File: src/rtl/mbgd_pkg.sv
// Shared configuration, derived widths, FSM encoding and the theta saturation helper
// for the mini-batch gradient descent update block.
package mbgd_pkg;

  localparam int DW       = 8;
  localparam int N        = 8;
  localparam int N_bit    = 3;
  localparam int BATCH    = 4;
  localparam int B_bit    = 2;
  localparam int LR_SHIFT = 3;

  // err*x needs 2*DW+1 bits; BATCH additions add B_bit more, so no overflow is possible.
  localparam int ERR_W = DW + 1;
  localparam int ACC_W = 2 * DW + 1 + B_bit;
  localparam int SHIFT = DW + B_bit + LR_SHIFT;

  localparam logic [1:0] ST_IDLE   = 2'd0;
  localparam logic [1:0] ST_ACCUM  = 2'd1;
  localparam logic [1:0] ST_UPDATE = 2'd2;
  localparam logic [1:0] ST_DONE   = 2'd3;

  function automatic logic [DW-1:0] sat_theta(input logic signed [DW:0] v);
    if (v > $signed({2'b00, {(DW-1){1'b1}}}))
      return {1'b0, {(DW-1){1'b1}}};
    else if (v < $signed({2'b11, {(DW-1){1'b0}}}))
      return {1'b1, {(DW-1){1'b0}}};
    else
      return v[DW-1:0];
  endfunction

endpackage

File: src/rtl/mbgd_grad_acc.sv
// One gradient accumulator lane: acc += err * x on add_i, synchronous clear on clr_i
// (clear wins). The caller gates add_i and clr_i with enable where needed.
module mbgd_grad_acc
  import mbgd_pkg::*;
(
  input  logic                    clk,
  input  logic                    resetn,
  input  logic                    clr_i,
  input  logic                    add_i,
  input  logic signed [ERR_W-1:0] err_i,
  input  logic        [DW-1:0]    x_i,
  output logic signed [ACC_W-1:0] acc_o
);

  logic signed [ACC_W-1:0] acc_q, acc_d;
  logic signed [2*DW:0]    prod;

  assign prod  = err_i * $signed(x_i);
  assign acc_o = acc_q;

  always_comb begin
    acc_d = acc_q;
    if (clr_i)
      acc_d = '0;
    else if (add_i)
      acc_d = acc_q + ACC_W'(prod);
  end

  always_ff @(posedge clk or negedge resetn) begin
    if (!resetn)
      acc_q <= '0;
    else
      acc_q <= acc_d;
  end

endmodule

File: src/rtl/mbgd_theta_update.sv
// Gradient accumulate + serial theta update for mini-batch gradient descent.
// Define MBGD_THETA_SAT_EN to saturate theta updates instead of wrapping.
module mbgd_theta_update
  import mbgd_pkg::*;
(
  input  logic              clk,
  input  logic              resetn,
  input  logic              enable,
  input  logic              load_teta,
  input  logic [DW*N-1:0]   teta_init,
  input  logic              s_valid,
  output logic              s_ready,
  input  logic [DW*N-1:0]   x,
  input  logic [DW-1:0]     h,
  input  logic [DW-1:0]     y,
  output logic [DW*N-1:0]   teta,
  output logic              upd_done,
  output logic [1:0]        dbg_state_o
);

  logic [1:0]              state_q, state_d;
  logic [B_bit-1:0]        cnt_q, cnt_d;
  logic [N_bit-1:0]        idx_q, idx_d;
  logic [DW*N-1:0]         theta_q, theta_d;
  logic signed [ERR_W-1:0] err;
  logic signed [ACC_W-1:0] acc [N];
  logic signed [ACC_W-1:0] acc_sel;
  logic signed [DW:0]      delta;
  logic signed [DW:0]      diff;
  logic [DW-1:0]           theta_sel;
  logic [DW-1:0]           theta_new;
  logic [N-1:0]            clr_vec;
  logic                    accept;
  logic                    upd_fire;

  // Handshake: a sample transfers on a rising edge where s_valid && s_ready; s_ready is
  // combinational, high only in ACCUM with enable high and no load_teta, and never
  // depends on s_valid.
  assign s_ready     = (state_q == ST_ACCUM) && enable && !load_teta;
  assign accept      = s_valid && s_ready;
  assign upd_fire    = (state_q == ST_UPDATE) && enable && !load_teta;
  assign upd_done    = (state_q == ST_DONE) && enable && !load_teta;
  assign teta        = theta_q;
  assign dbg_state_o = state_q;

  assign err = $signed({1'b0, h}) - $signed({1'b0, y});

  for (genvar i = 0; i < N; i++) begin : g_lane
    assign clr_vec[i] = load_teta || (upd_fire && (idx_q == N_bit'(i)));

    mbgd_grad_acc u_acc (
      .clk    (clk),
      .resetn (resetn),
      .clr_i  (clr_vec[i]),
      .add_i  (accept),
      .err_i  (err),
      .x_i    (x[DW*i +: DW]),
      .acc_o  (acc[i])
    );
  end

  // The shifted accumulator always fits DW+1 bits, so theta - delta is exact at DW+1 bits.
  assign acc_sel   = acc[idx_q];
  assign delta     = (DW+1)'(acc_sel >>> SHIFT);
  assign theta_sel = theta_q[DW*idx_q +: DW];
  assign diff      = $signed({theta_sel[DW-1], theta_sel}) - delta;

`ifdef MBGD_THETA_SAT_EN
  assign theta_new = sat_theta(diff);
`else
  assign theta_new = DW'(diff);
`endif

  always_comb begin
    state_d = state_q;
    cnt_d   = cnt_q;
    idx_d   = idx_q;
    theta_d = theta_q;
    if (load_teta) begin
      theta_d = teta_init;
      cnt_d   = '0;
      idx_d   = '0;
      state_d = ST_ACCUM;
    end else if (enable) begin
      case (state_q)
        ST_ACCUM: begin
          if (accept) begin
            if (cnt_q == B_bit'(BATCH - 1)) begin
              cnt_d   = '0;
              state_d = ST_UPDATE;
            end else begin
              cnt_d = cnt_q + B_bit'(1);
            end
          end
        end
        ST_UPDATE: begin
          theta_d[DW*idx_q +: DW] = theta_new;
          if (idx_q == N_bit'(N - 1)) begin
            idx_d   = '0;
            state_d = ST_DONE;
          end else begin
            idx_d = idx_q + N_bit'(1);
          end
        end
        ST_DONE: state_d = ST_ACCUM;
        default: state_d = state_q;
      endcase
    end
  end

  always_ff @(posedge clk or negedge resetn) begin
    if (!resetn) begin
      state_q <= ST_IDLE;
      cnt_q   <= '0;
      idx_q   <= '0;
      theta_q <= '0;
    end else begin
      state_q <= state_d;
      cnt_q   <= cnt_d;
      idx_q   <= idx_d;
      theta_q <= theta_d;
    end
  end

endmodule

File: config.mk
export PLATFORM = sky130hd
export DESIGN_NAME = mbgd_theta_update
export DESIGN_NICKNAME = d
export VERILOG_FILES = /design/src/rtl/mbgd_pkg.sv /design/src/rtl/mbgd_grad_acc.sv /design/src/rtl/mbgd_theta_update.sv
export SDC_FILE = /design/constraint.sdc
export NUM_CORES = 2
export LEC_CHECK = 0
export CORE_ASPECT_RATIO = 0.6
export CORE_MARGIN = 2
export CORE_UTILIZATION = 55
export DETAILED_ROUTE_END_ITERATION = 10
export HOLD_SLACK_MARGIN = 0.08
export MAX_ROUTING_LAYER = met4
export PLACE_DENSITY = 0.79
export SLEW_MARGIN = 20
export SYNTH_ARGS = -nofsm -noshare
export SYNTH_HDL_FRONTEND = slang
export SYNTH_SLANG_ARGS = --single-unit
File: constraint.sdc
create_clock -name clk -period 6.3 [get_ports clk]
set_input_delay 0.945 -clock clk [delete_from_list [all_inputs] [get_ports clk]]
set_output_delay 0.945 -clock clk [all_outputs]
set_load 0.01 [all_outputs]
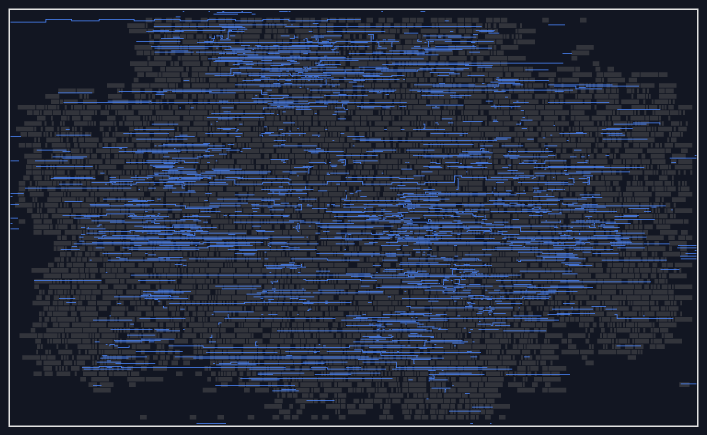
(images/layer_met3.png)
(2 px per um)
778 nets have wire on it. The layer carries 15000 um of wire. The layer holds 11% of the routed length. The wires run mostly horizontal. The longest straight run is 139 um.
final WL: 131600 um
met3 Usage GRT: 10.58%
vias after detailed routing: 32879

==> flow_summary.yaml <==
# generated from flow reports
floorplanning:
  dieHeight_um: 207.7
  io_pins: 217
  initial_core_util_pct: 55.75
  die-area_um2: 71360
sta:
  setup_ws_ns: -0.5731
  rsz0062_at_grt: "yes"
  period_used_pct: 109.1
  skew_ns: 0.01989
  setup_viol: 61
outcome:
  violations: "negative setup slack"
  status: "finished, violations left"
synth:
  synth-seq-cells: 223
  ys.flop_type: "dfrtp_1"
  yosysChipArea_um2: 38050
job:
  cap_violations: 0
routing:
  firstDrtPassIters: 9
worst_setup_path:
  arrival_ns: 7.43
  cp-start-kind: "primary input"
clock_tree:
  clk-insertion-delay-late_ns: 0.63
placed_design:
  place_inst: 5368
  port_buffers: 216
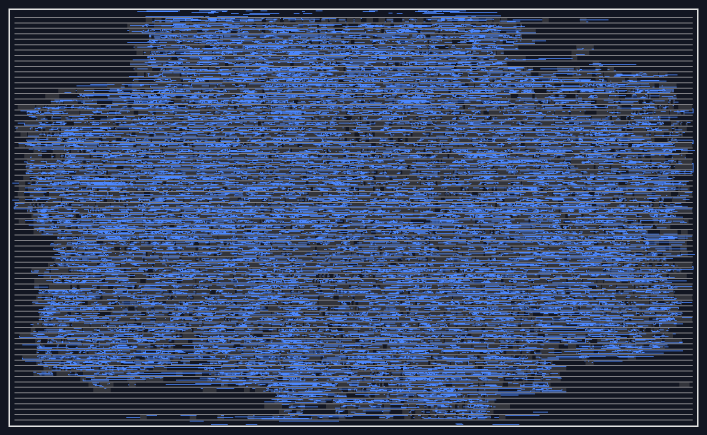
(images/layer_met1.png)
(2 px per um) Supply wires on this layer in gray.
The layer holds 37% of the routed length. The longest straight run is 64.9 um. The layer carries 48.9 mm of wire.

-- synthesized netlist by cell type, types with 56 or more instances --
master | number | share of area [%]
xor2_1 | 60 | 1.4
ha_1 | 377 | 12
xnor2_1 | 98 | 2.3
fa_1 | 698 | 37
inv_1 | 773 | 7.6
dfrtp_1 | 223 | 15
nor2_1 | 129 | 1.3
and2_1 | 256 | 4.2
o21ai_0 | 197 | 2.6
a21oi_1 | 88 | 1.2
nor2b_1 | 56 | 0.92
clkbuf_1 | 93 | 0.92
nand2_1 | 373 | 3.7
-- layout by cell type, fill, tap and decap left out, types with 30 or more instances in the layout --
master             n
fa_1             662
o21ai_1           67
o21ai_0           98
xor2_1            54
clkbuf_16         30
inv_1            736
a22oi_1           47
nand2_1          330
nor2b_1           50
ha_4              90
a21oi_1           48
clkdlybuf4s50_1  204
fa_2              36
ha_1             270
xnor2_1           84
and2_4            33
buf_6             67
nand2b_1          47
buf_4            473
inv_2             37
dfrtp_1          222
and2_1           223
nor2_1           109
a22o_1            52
-- worst max path at each step --
stage,to,slack [ns],startpoint,depth (start not counted)
global placement,g_lane[2].u_acc.acc_o[13],-1.31,h[0],28
global route,g_lane[4].u_acc.acc_o[17],-0.76,h[0],33
detailed placement,g_lane[0].u_acc.acc_o[15],-1.49,h[0],29
CTS,g_lane[6].u_acc.acc_o[17],-0.40,h[0],27
floorplan,g_lane[5].u_acc.acc_o[17],-0.65,h[0],26
finish,g_lane[5].u_acc.acc_o[17],-0.57,h[0],30
-- metal layers --
metal / part of all wire, % / up-vias / routed length (um) / track usage (%)
li1: - / 13634 / - / -
met1: 37 / 16321 / 48870 / 45.73
met2: 45 / 2287 / 59550 / 52.52
met3: 11 / 637 / 15050 / 10.58
met4: 6.1 / 0 / 8089 / 12.05
met5: 0 / - / 0 / -
-- cells by family (layout without fill, tap and decap cells) --
group                    Yosys count  count (layout)  share of synthesized area (%)
multiplexers                      49              49                          2.243
flip-flops                       223             223                          14.67
other                              0               4                              0
adder cells (fa/ha/maj)         1075            1075                          49.13
buffers and inverters            907            1642                          9.054
XOR/XNOR                         158             158                          3.637
AND-OR/OR-AND                    524             524                          8.814
AND/OR/NAND/NOR                  961             961                          12.46
-- area by class of cell --
class	instances	area, um^2	share of cell area, %
flip-flops and latches	223	5582	11.10
well taps	912	1141	2.270
repair buffers	808	7438	14.80
clock inverters	20	285.3	0.5675
clock buffers	32	747.0	1.486
diodes	4	10.01	0.01991
inverters	782	2948	5.864
multi-input cells	2767	32120	63.89
-- repair_timing --
action	CTS	global route
gates cloned	5	1
endpoints found under the setup margin	84	80
buffers inserted	84	47
gates resized	354	321
pin swaps	225	242
-- through the flow --
| step | setup TNS (ns) | util [%] |
|---|---|---|
| floorplan | -16.94 | - |
| global placement | -92.01 | 66.29 |
| detailed placement | -105.08 | 66.30 |
| CTS | -6.098 | 71.04 |
| global route | -29.39 | 73.67 |
| finish | -17.97 | 73.67 |
